Design bram_frame_reader, sky130hd; sources not shown.
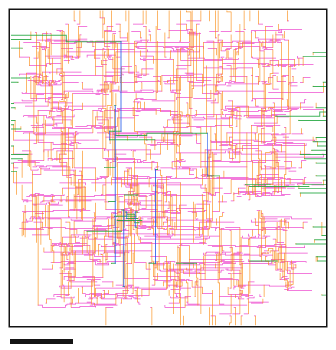
Fig. 1. Routed metal, one colour a layer.
Scale bar: 20 um.
orange -> metal 2  # wire length 4150 um
green -> metal 3  # wire length 344 um
blue -> metal 4  # wire length 156 um
magenta -> metal 1  # wire length 4510 um
drt total wl: 9.16 mm
total global-route track usage: 18.6%
vias: 3490
WL/cell: 13.6 um

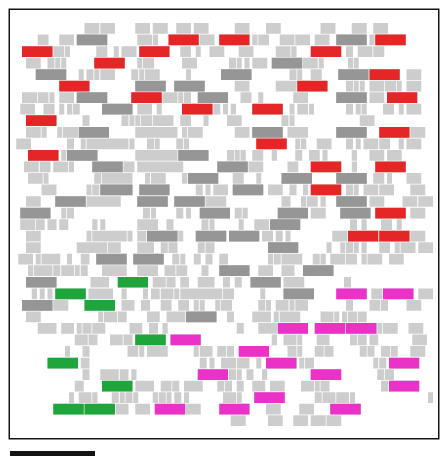
Fig. 2. Sequential cells coloured by netlist name.
Scale bar: 20 um. Other sequential cells in the stronger grey, the rest of the logic in the fainter grey.
magenta -> address  # flops 16
red -> m_data  # flops 24
green -> col  # flops 8, where lower left
not coloured = 47
Sequential Power: 464 uW
Core Util, Final: 56.2%
Seq area share: 36.1%
area occupied by registers: 0.00190 mm2

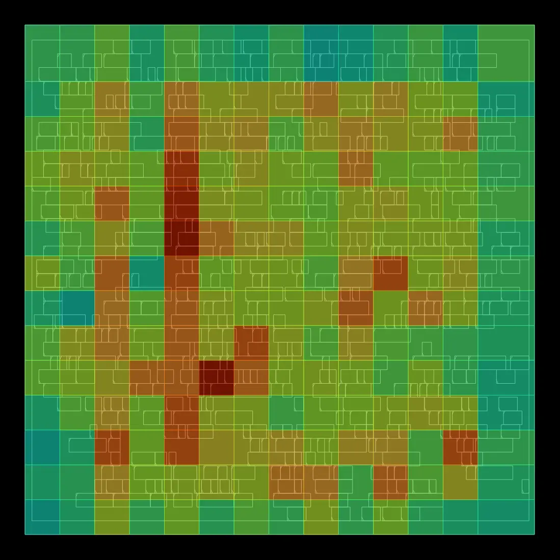
Fig. 3. Routing congestion map.
met2 Track Usage GR: 29.3%
busiest grt layer: met2
M1 GR Usage: 25.6%
Global Route met3 Usage: 2.36%

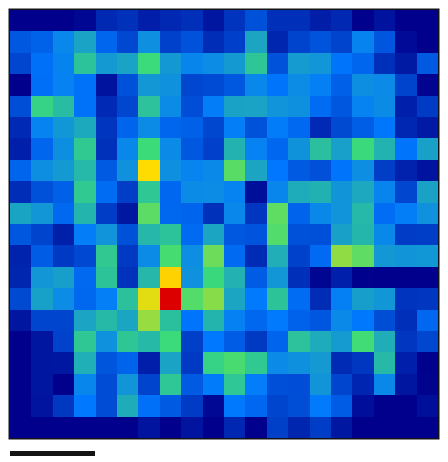
Fig. 4. Routed metal per tile.
Scale bar: 20 um. 20 x 20 tiles, from dark blue (low) to red (high), scaled to the fullest tile. Values are wire area over tile area, all layers added.
tiles over half the peak = 4.3%
mean over tiles = 0.14
fullest tile = 0.62
densest ninth of the die = centre
nearly empty tiles = 9.5%

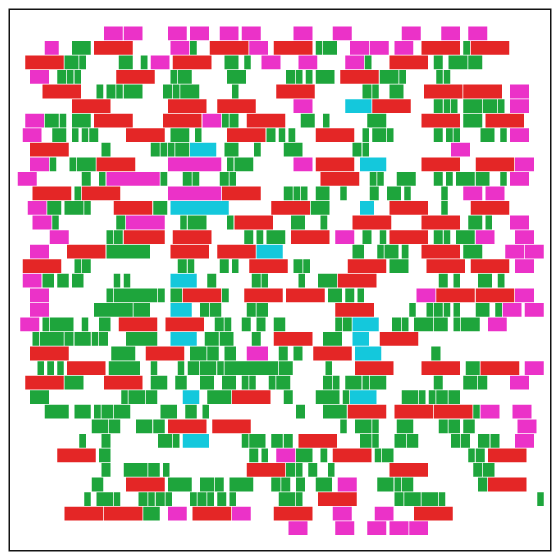
Fig. 5. Cell classes on the final placement.
red -> sequential cells  # cells 95, share of their area 37%
green -> combinational and other logic  # cells 355, share of their area 42%
magenta -> remaining buffers and delay cells  # cells 79, share of their area 17%
cyan -> clock drivers and dummy loads  # cells 15, share of their area 4.0%
fin area: 0.00527 mm2
Rows: 35
core area: 0.00937 mm2

==> flow_metrics.py <==
# Synthesis and PnR figures
metrics = {
    "cells_and_area": {
        "n_antenna_cell": 0,
        "drive_above_1_share_pct": 5.33,
    },
    "critical_path": {
        "end_kind": "output port",
        "cp_max_fo": 10,
        "reg2reg_setup_slack_ps": 5970,
        "crit_path_cell_trace": "clkdlybuf4s50_1 -> and2_1 -> ha_1 -> fa_1 -> xor2_2 -> nand2_1 -> inv_1 -> clkdlybuf4s50_1",
    },
    "synthesis": {
        "ys.flops": 95,
        "ys_cells": 476,
        "postSynthSeqShare_pct": 46.3,
        "synthCells": 476,
        "ys_warn_count": 0,
        "yosysUniqueCellTypes": 37,
    },
    "clock_tree": {
        "cts_sinks": 95,
        "cts_resized": 0,
        "cts_hold_buf": 0,
        "cts.reportedPaths.clkPinSlew_ps": 90,
        "cts_buffers": 9,
        "htreeDepth": 3,
        "cts_root_buffer": "clkbuf_8",
        "cts_buffer_depth": 2,
    },
    "final_timing": {
        "setup_viol": 0,
        "worst_pin_slew_ps": 894,
    },
    "outcome": {
        "status": "completed",
    },
    "route": {
        "drt_pass1_iterations": 5,
        "drt_iter0_markers": 129,
        "drcViolationCount": 0,
        "via_per_inst": 5.19,
    },
    "global_route": {
        "grt_max_degree": 65,
        "grt_pass1_wl_mm": 15.0,
        "grt_antenna_before_repair": 0,
    },
    "floorplanning": {
        "die_area_mm2": 0.0102,
        "die_h_um": 101,
    },
    "worst_hold_path": {
        "hold_path.class": "register to register",
        "whs_path_depth": 2,
    },
    "power": {
        "p_leak_uw": 0.00173,
    },
}
-- cells in the final DEF (no fill, tap or decap), drive strengths merged, types with 2 or more instances in the layout --
cell type,instances
dfxtp,95
nand2,74
clkdlybuf4s50,73
nor2,49
a21oi,47
mux2i,32
a211oi,27
inv,18
nand3,14
xnor2,11
o21ai,10
or3,10
clkbuf,10
ha,9
nand4,9
xor2,8
buf,6
and4,5
nor4,5
and2,4
nor3,4
or4,4
and3,3
o31ai,3
nor3b,2
-- final cells by class --
class | count | area [um2]
Fill cell | 893 | 4100
Tap cell | 129 | 161
Inverter | 16 | 60.1
Clock buffer | 10 | 138
Multi-Input combinational cell | 339 | 2090
Clock inverter | 5 | 66.3
Sequential cell | 95 | 1900
Timing Repair Buffer | 79 | 852
-- metrics by stage --
stage	hold slack, ps	setup slack [ps]	util, %	cells	total power, uW
floorplan	425	2870	-	450	706
global placement	437	1520	52.3	653	816
detailed placement	445	1500	54.1	658	829
CTS	456	1490	56.2	673	1110
global route	477	1310	56.2	673	1150
finish	454	1460	56.2	673	1100
-- per-layer routing --
metal	share of wire (%)	up-vias	routed length, um	track usage [%]
li1	-	1779	-	-
met1	49	1615	4510	25.6
met2	45	77	4150	29.3
met3	3.8	19	344	2.36
met4	1.7	0	156	8.03
met5	0	-	0	0
-- power breakdown --
group          switching [uW]  total [uW]  internal (uW)
clock network             148         279            131
registers                26.1         464            438
logic                     229         354            125
-- cells in the mapped netlist, drive strengths merged --
master,n,area share (%)
xnor2,11,2.3
dfxtp,95,46
nand4,9,1.5
o31ai,3,0.55
nor4,5,0.76
and4,5,1.1
nand2,74,6.8
or4,4,0.73
buf,5,0.64
mux2i,32,7.8
and3,3,0.46
nand3,14,1.7
a211oi,27,4.9
o41ai,1,0.40
ha,9,2.7
nand2b,1,0.15
nor3b,2,0.37
nand3b,1,0.18
and2,4,0.61
clkbuf,21,1.9
a21oi,47,5.7
or2,1,0.15
or3,10,1.5
conb,1,0.091
nor2,49,4.5
fa,1,0.49
nor3,4,0.49
inv,16,1.5
nor4b,1,0.21
a221oi,1,0.21
o21ai,10,1.2
xor2,8,1.9
nor2b,1,0.15
-- cell families after synthesis --
logic type,after synthesis,synth area share [%]
simple gates,188,21.3
flops,95,46.3
compound gates,89,13.0
buf+inv,42,4.02
mux,32,7.80
xor+xnor,19,4.23
fa+ha+maj,10,3.23
other cells,1,0.0913
-- critical path, delay by kind of cell --
kind                     cells  cell delay [ps]
adder cells (fa/ha/maj)      2              750
AND/OR/NAND/NOR              2              520
buffers and inverters        3             1540
XOR/XNOR                     1              470
No activity file was given, so power comes from the tool's default toggle rates.
